[src/rtl/fa_seq_ctrl_if.sv]
// fa_seq_ctrl_if: request/result bus of the wide-add sequencer.
// Handshake rule (both directions): a word moves on a rising clk edge
// where valid and ready are both high; the valid side holds its payload
// stable until that edge and never waits on ready before raising valid.
interface fa_seq_ctrl_if #(
    parameter int NIBBLES = 4
);
    localparam int W = 4 * NIBBLES;

    // request side
    logic         in_valid;
    logic         in_ready;
    logic [W-1:0] a;
    logic [W-1:0] b;
    logic         cin;
    logic         sub;

    // result side
    logic         out_valid;
    logic         out_ready;
    logic [W-1:0] sum;
    logic         cout;

    // requester / result consumer
    modport master (
        output in_valid, a, b, cin, sub, out_ready,
        input  in_ready, out_valid, sum, cout
    );

    // sequencing controller
    modport slave (
        input  in_valid, a, b, cin, sub, out_ready,
        output in_ready, out_valid, sum, cout
    );
endinterface

[src/rtl/fa_seq_ctrl.sv]
// fa_seq_ctrl: performs a W-bit add/subtract by pushing one nibble per clock,
// least significant first, through an external combinational 4-bit adder
// and chaining the carry through carry_r.
// Optional feature: define FA_SEQ_OVF_EN to add the two's-complement
// overflow output `ovf`; without it the port and its logic are absent.
module fa_seq_ctrl #(
    parameter int NIBBLES = 4
) (
    input  logic       clk,
    input  logic       rst_n,
    fa_seq_ctrl_if.slave bus,
    output logic       busy,
    output logic [3:0] s1,
    output logic [3:0] s2,
    output logic       cin4,
    input  logic [3:0] sum4,
    input  logic       cout4,
`ifdef FA_SEQ_OVF_EN
    output logic       ovf,
`endif
    output logic [1:0] dbg_state
);
    localparam int W  = 4 * NIBBLES;
    localparam int IW = (NIBBLES > 1) ? $clog2(NIBBLES) : 1;
    localparam logic [IW-1:0] LAST_IDX = IW'(NIBBLES - 1);

    typedef enum logic [1:0] {
        IDLE = 2'd0,
        RUN  = 2'd1,
        DONE = 2'd2
    } state_t;

    state_t        state;
    state_t        state_nxt;

    logic [W-1:0]  a_r;         // latched operand a
    logic [W-1:0]  b_r;         // latched operand b, already inverted for sub
    logic [W-1:0]  sum_r;       // partial result being built slice by slice
    logic [W-1:0]  res_r;       // published result, only changes on RUN->DONE
    logic          carry_r;     // carry into the current slice
    logic          cout_r;      // published carry out
    logic [IW-1:0] idx;         // current slice
`ifdef FA_SEQ_OVF_EN
    logic          ovf_r;
`endif

    logic          accept;
    logic          last_slice;
    logic [IW+1:0] base;        // bit offset of the current slice
    logic [W-1:0]  sum_merged;  // sum_r with this cycle's adder nibble inserted

    // Handshake and slice bookkeeping decoded from the current state.
    always_comb begin
        accept     = 1'b0;
        last_slice = 1'b0;
        base       = {idx, 2'b00};
        sum_merged = sum_r;
        if (state == IDLE && bus.in_valid) begin
            accept = 1'b1;
        end
        if (idx == LAST_IDX) begin
            last_slice = 1'b1;
        end
        sum_merged[base +: 4] = sum4;
    end

    // State register.
    always_ff @(posedge clk or negedge rst_n) begin
        if (!rst_n) begin
            state <= IDLE;
        end else begin
            state <= state_nxt;
        end
    end

    // Next-state logic: IDLE -> RUN on acceptance, RUN -> DONE after the last
    // slice, DONE -> IDLE when the result is taken.
    always_comb begin
        state_nxt = state;
        case (state)
            IDLE: begin
                if (accept) begin
                    state_nxt = RUN;
                end
            end
            RUN: begin
                if (last_slice) begin
                    state_nxt = DONE;
                end
            end
            DONE: begin
                if (bus.out_ready) begin
                    state_nxt = IDLE;
                end
            end
            default: begin
                state_nxt = IDLE;
            end
        endcase
    end

    // Moore outputs; the adder inputs are held at zero outside RUN so the
    // external adder stays quiet.
    always_comb begin
        bus.in_ready  = 1'b0;
        bus.out_valid = 1'b0;
        busy          = 1'b0;
        s1            = 4'h0;
        s2            = 4'h0;
        cin4          = 1'b0;
        case (state)
            IDLE: begin
                bus.in_ready = 1'b1;
            end
            RUN: begin
                busy = 1'b1;
                s1   = a_r[base +: 4];
                s2   = b_r[base +: 4];
                cin4 = carry_r;
            end
            DONE: begin
                busy          = 1'b1;
                bus.out_valid = 1'b1;
            end
            default: begin
                bus.in_ready = 1'b0;
            end
        endcase
    end

    // Operand capture at acceptance and slice-by-slice accumulation in RUN.
    // Subtraction is a + ~b + 1, so the inversion and the forced carry-in are
    // applied once here and the RUN loop never looks at `sub` again.
    always_ff @(posedge clk or negedge rst_n) begin
        if (!rst_n) begin
            a_r     <= '0;
            b_r     <= '0;
            sum_r   <= '0;
            carry_r <= 1'b0;
            idx     <= '0;
        end else if (accept) begin
            a_r     <= bus.a;
            b_r     <= bus.sub ? ~bus.b : bus.b;
            carry_r <= bus.sub ? 1'b1 : bus.cin;
            sum_r   <= '0;
            idx     <= '0;
        end else if (state == RUN) begin
            sum_r   <= sum_merged;
            carry_r <= cout4;
            idx     <= last_slice ? '0 : idx + 1'b1;
        end
    end

    // Published result: updated only when the final slice lands, so `sum`
    // and `cout` hold steady through IDLE, RUN and DONE backpressure.
    always_ff @(posedge clk or negedge rst_n) begin
        if (!rst_n) begin
            res_r  <= '0;
            cout_r <= 1'b0;
        end else if (state == RUN && last_slice) begin
            res_r  <= sum_merged;
            cout_r <= cout4;
        end
    end

`ifdef FA_SEQ_OVF_EN
    // Signed overflow: operands agree in sign but the result does not.
    // b_r is the post-inversion operand, so this also covers subtraction.
    always_ff @(posedge clk or negedge rst_n) begin
        if (!rst_n) begin
            ovf_r <= 1'b0;
        end else if (state == RUN && last_slice) begin
            ovf_r <= (a_r[W-1] == b_r[W-1]) && (sum_merged[W-1] != a_r[W-1]);
        end
    end

    assign ovf = ovf_r;
`endif

    assign bus.sum   = res_r;
    assign bus.cout  = cout_r;
    assign dbg_state = state;

endmodule

[src/flat_wrapper.sv]
// flat-port wrapper written by rule: the top's interface ports become plain ports
module fa_seq_ctrl_flat 
#(
    parameter int NIBBLES = 4
)
  (clk, rst_n, busy, s1, s2, cin4, sum4, cout4, dbg_state, bus_in_valid, bus_a, bus_b, bus_cin, bus_sub, bus_out_ready, bus_in_ready, bus_out_valid, bus_sum, bus_cout);
  fa_seq_ctrl_if #(.NIBBLES(NIBBLES)) bus_i ();
  input  logic clk;
  input  logic rst_n;
  output logic busy;
  output logic [3:0] s1;
  output logic [3:0] s2;
  output logic cin4;
  input  logic [3:0] sum4;
  input  logic cout4;
  output logic [1:0] dbg_state;
  input wire logic [$bits(bus_i.in_valid)-1:0] bus_in_valid;
  input wire logic [$bits(bus_i.a)-1:0] bus_a;
  input wire logic [$bits(bus_i.b)-1:0] bus_b;
  input wire logic [$bits(bus_i.cin)-1:0] bus_cin;
  input wire logic [$bits(bus_i.sub)-1:0] bus_sub;
  input wire logic [$bits(bus_i.out_ready)-1:0] bus_out_ready;
  output wire logic [$bits(bus_i.in_ready)-1:0] bus_in_ready;
  output wire logic [$bits(bus_i.out_valid)-1:0] bus_out_valid;
  output wire logic [$bits(bus_i.sum)-1:0] bus_sum;
  output wire logic [$bits(bus_i.cout)-1:0] bus_cout;
  assign bus_i.in_valid = bus_in_valid;
  assign bus_i.a = bus_a;
  assign bus_i.b = bus_b;
  assign bus_i.cin = bus_cin;
  assign bus_i.sub = bus_sub;
  assign bus_i.out_ready = bus_out_ready;
  assign bus_in_ready = bus_i.in_ready;
  assign bus_out_valid = bus_i.out_valid;
  assign bus_sum = bus_i.sum;
  assign bus_cout = bus_i.cout;
  fa_seq_ctrl #(.NIBBLES(NIBBLES)) u_core (.clk(clk), .rst_n(rst_n), .bus(bus_i), .busy(busy), .s1(s1), .s2(s2), .cin4(cin4), .sum4(sum4), .cout4(cout4), .dbg_state(dbg_state));
endmodule
[config.mk]
export PLATFORM = sky130hd
export DESIGN_NAME = fa_seq_ctrl_flat
export DESIGN_NICKNAME = d
export VERILOG_FILES = /design/src/rtl/fa_seq_ctrl_if.sv /design/src/rtl/fa_seq_ctrl.sv /design/src/flat_wrapper.sv
export SDC_FILE = /design/constraint.sdc
export NUM_CORES = 1
export LEC_CHECK = 0
export CORE_MARGIN = 2
export CORE_UTILIZATION = 40
export DETAILED_ROUTE_END_ITERATION = 8
export GPL_ROUTABILITY_DRIVEN = 0
export PLACE_DENSITY = 0.66
export SLEW_MARGIN = 0
export SYNTH_ARGS = -nofsm -noshare
export SYNTH_HDL_FRONTEND = slang
export SYNTH_SLANG_ARGS = --single-unit
[constraint.sdc]
create_clock -name clk -period 1.7 [get_ports clk]
set_input_delay 0.34 -clock clk [delete_from_list [all_inputs] [get_ports clk]]
set_output_delay 0.34 -clock clk [all_outputs]
set_load 0.005 [all_outputs]
Figure 1. PDN straps and rails.
Pins as bars on the die edge. Tap cells in grey.
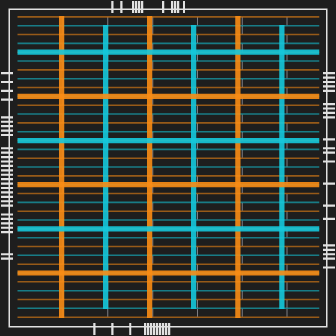
legend:
  VSS:
    colour: orange
  VDD:
    colour: cyan
tap cells: 108
rows: 34
signal pins: 74
peak supply drop: 911.6 uV
width of the die: 97.32 microns
die y size: 97.32 microns
area of the placeable core: 0.008593 sq mm

==> Implementation_results.wiki <==
=== Synthesis and place and route ===
{| class="wikitable"
! Metric !! Value
|-
| Status || complete, but fails checks
|-
| Violations in the final reports || negative setup slack
|-
| Headroom to the max-slew limit || 0.6766
|-
| Routed wire length || 8.208 mm
|-
| Average wire per standard cell || 14.27 microns
|-
| Top Family by Delay on Critical Path || multiplexers
|-
| Dominant synthesized flop cell || sky130_fd_sc_hd__dfrtp_1
|-
| Count of flip-flops with a built-in enable after synthesis || 0
|-
| Leakage power || 2.264 nW
|-
| Number of levels the H-tree was split into || 3
|-
| Power Total || 8.741 mW
|-
| Setup repair after global routing missed its margin || true
|-
| DRC violation total after the first TritonRoute iteration || 137
|-
| Cells after synthesis || 354
|-
| Top fanout value on the critical path || 3
|-
| Clock tree sinks || 70
|-
| Cells along the critical path || buf_12 > buf_6 > mux4_2 > and2_4 > buf_6
|-
| Number of library cell types mapped by synthesis || 32
|-
| TritonCTS clock tree || built
|-
| Deepest clock path buffer count || 2
|-
| Area of the multi-input gates || 0.001798 sq mm
|-
| Final-report hold violation count || 0
|-
| Overall chip area || 0.009471 sq mm
|-
| Crit path capture type || output port
|-
| Worst path most repeated cell || sky130_fd_sc_hd__buf_6
|-
| Post-route DRC violation count || 0
|-
| Number of synthesized register bits || 70
|-
| Worst setup slack before clock tree synthesis || -408.5 ps
|-
| R2r setup slk || -160 ps
|-
| Summed negative setup slack over all endpoints || -4618 ps
|-
| Endpoint of the worst register-to-register path || u_core.sum_r[13]
|-
| Initial antenna violation count || 0
|-
| Cell at the root of the clock tree || sky130_fd_sc_hd__clkbuf_8
|-
| Transition time of the tightest slew-check pin || 483.7 ps
|-
| Largest clock skew in the final design || 8.522 ps
|-
| Number of buffers created by CTS || 9
|-
| Final Max-Slew Violation Tally || 0
|-
| Count of antenna diodes in the layout || 0
|-
| Setup violations, final || 38
|-
| Detail Placement HPWL || 5.148 mm
|-
| Max-capacitance violation count || 0
|-
| Number of warnings issued by yosys || 0
|-
| Largest stage delay on the critical path || 490 ps
|-
| Cell Pwr Density || 1701 mW/mm^2
|-
| Synthesized netlist net count || 407
|-
| Synthesis-to-finish area growth || 47.56%
|-
| Wire length of the first global-routing pass || 13.46 mm
|-
| Highest-count cells in the layout ignoring fill and taps || 72 x sky130_fd_sc_hd__nand2_1, 69 x sky130_fd_sc_hd__dfrtp_1, 59 x sky130_fd_sc_hd__clkdlybuf4s50_1, 33 x sky130_fd_sc_hd__buf_4, 31 x sky130_fd_sc_hd__nor2_1
|-
| Average cell area after synthesis || 9.840 sq um
|-
| Setup crit start kind || flop
|-
| Flip-flop and latch area || 0.001753 sq mm
|-
| Sequential share of the synthesized area || 0.5029
|-
| Vias per inst || 5.024
|-
| Number of standard cells reported by yosys || 354
|-
| Highest Clock Rate || 0.4843 GHz
|-
| Aggregate global routing overflow || 0
|-
| YS chip area || 0.003483 sq mm
|-
| Worst hold-check path type || input port to async pin
|-
| Top-level port count || 74
|-
| Master of the slowest instance on the critical path || sky130_fd_sc_hd__mux4_2
|-
| Total routing usage reported by global routing || 0.1753
|-
| Number of buffers and inverters on the critical path || 3
|-
| Clock-pin slew on the worst setup and hold paths || 70 ps
|-
| Fin crit share || 1.215
|-
| FP Core Util || 0.4054
|-
| Pin count of the biggest net entering global routing || 71
|-
| Worst-skew pair later-pin latency || 350 ps
|-
| Number of global-route vias before repair || 2788
|-
| Number of I/O port buffers || 73
|-
| Post-synth design cell area || 0.003483 sq mm
|-
| Count of cells along the worst register-to-register path || 9
|-
| Tally of nets with antenna violations remaining after routing || 0
|-
| Post-layout nets || 515
|-
| Tool warnings || 36
|-
| Total via count in the routed design || 2889
|-
| Count of fill cells added during filler insertion || 745
|-
| Minimum period implied by the final worst setup slack || 2065 ps
|-
| Share of async-settable or async-resettable flops after synthesis || 1.000
|-
| Req. time, crit path || 1360 ps
|-
| First-pass detailed-route iteration total || 4
|-
| CP Class || flop to output port
|-
| Slack of the critical path || -364.7 ps
|-
| Dominant logic cell type in the layout || sky130_fd_sc_hd__nand2_1
|-
| Layout cell share with drive strength beyond 1 || 0.2827
|-
| Launching point of the worst reg2reg path || u_core.idx[0]
|}
Figure 2. Placement by cell class.
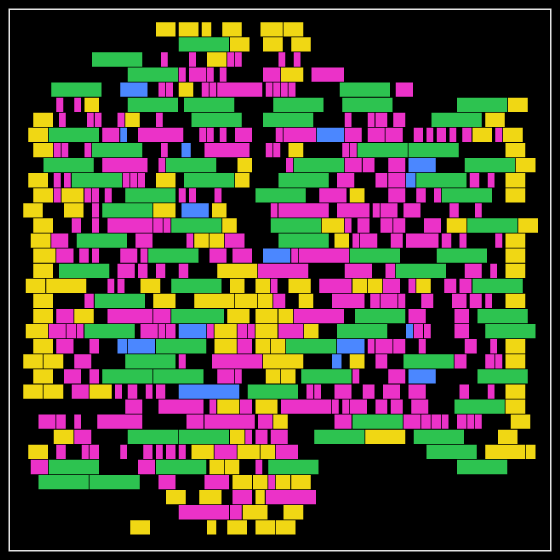
legend:
  flops:
    colour: green
    cells: 70
    share_of_their_area: 35%
  all other logic:
    colour: magenta
    cells: 256
    share_of_their_area: 37%
  other buffers and delay cells:
    colour: yellow
    cells: 125
    share_of_their_area: 25%
  clock drivers and dummy loads:
    colour: blue
    cells: 16
    share_of_their_area: 3.6%
row cnt: 34
post-route cell area: 0.005140 sq mm
sequential portion of the cell area: 0.3410
share of the core filled with cells in the final layout: 0.5981

## cell families after synthesis
family,after synthesis,share of synthesized area
flip-flops,70,0.5029
AND/OR/NAND/NOR,143,0.1918
buffers and inverters,36,0.04849
AND-OR/OR-AND,67,0.1157
adder cells (fa/ha/maj),10,0.03592
XOR/XNOR,16,0.04023
multiplexers,12,0.06502
## synthesized netlist by cell type, drive strengths merged, types with 8 or more instances
master   n  area, sq um
a32oi   13        113.9
nand2   72        270.3
clkbuf   8        30.03
inv      8        30.03
ha      10        125.1
nor2b   14        87.58
a21oi   31        155.2
dfrtp   70         1752
and2    11        68.82
o21ai   16        80.08
nor2    31        116.4
mux4     8        183.9
buf     20        108.9
xnor2   16        140.1
## worst reg2reg max path, stage by stage (launching register included)
cell and delay, ps:
sky130_fd_sc_hd__dfrtp_2 440, sky130_fd_sc_hd__buf_6 130, sky130_fd_sc_hd__buf_6 120, sky130_fd_sc_hd__buf_6 120, sky130_fd_sc_hd__inv_4 60, sky130_fd_sc_hd__ha_4 220
sky130_fd_sc_hd__nor4bb_4 280, sky130_fd_sc_hd__buf_6 190, sky130_fd_sc_hd__a32oi_2 130, sky130_fd_sc_hd__nor2_1 130
## layout make-up
type,count,area share
multi-input cells,248,0.3498
flip-flops and latches,70,0.3410
repair buffers,125,0.2408
well taps,108,0.02629
clock buffers,11,0.02556
clock inverters,5,0.009737
inverters,8,0.006816
## sequential cells by signal (all words and copies together) (netlist names)
register,flops
u_core.sum_r,16
u_core.idx,2
u_core.bus.cout,1
u_core.bus.sum,16
u_core.dbg_state,2
u_core.b_r,16
u_core.carry_r,1
u_core.a_r,16
## power breakdown
part	internal, mW	switching (mW)
registers	2.34	0.359
clock network	0.668	0.601
logic	2.75	2.02
total	5.76	2.98
## worst max-delay path by stage
stage,from,endpoint,slack [ps],cells past startpoint
4_1_cts,u_core.idx[0],s2[3],-370,5
6_report,u_core.idx[0],s1[0],-360,5
5_1_grt,u_core.idx[0],s2[3],-420,5
3_5_place_dp,u_core.idx[0],s1[3],-410,3
3_3_place_gp,u_core.idx[0],s1[3],-400,3
2_1_floorplan,u_core.idx[0],u_core.sum_r[3],0.1,7
## what timing repair did
| action | 4_1_cts | 5_1_grt |
|---|---|---|
| setup buffers | 16 | 8 |
| resized | 97 | 30 |
| cloned | 0 | 0 |
| endpoints found under the setup margin | 45 | 45 |
| pin swaps | 41 | 31 |
| hold buffers | 0 | 0 |
## routing by layer
metal  track usage  routed length, microns  part of all wire  vias to the layer above
met5             0                       0                 0                        -
met4       0.05449                     101             0.012                        0
met3       0.04892                     432             0.053                        9
met2        0.2869                    4008              0.49                       69
met1        0.2281                    3666              0.45                     1401
li1              -                       -                 -                     1410
## through the flow
step	hold slack, ps	instances	instance area (sq um)
after floorplan	44.41	354	3485
after detailed placement	394.0	542	4532
after global routing	21.31	575	5140
after CTS	17.09	572	4992
final	3.124	575	5140
after global placement	393.2	542	4532
Power and IR drop assume default switching activity.
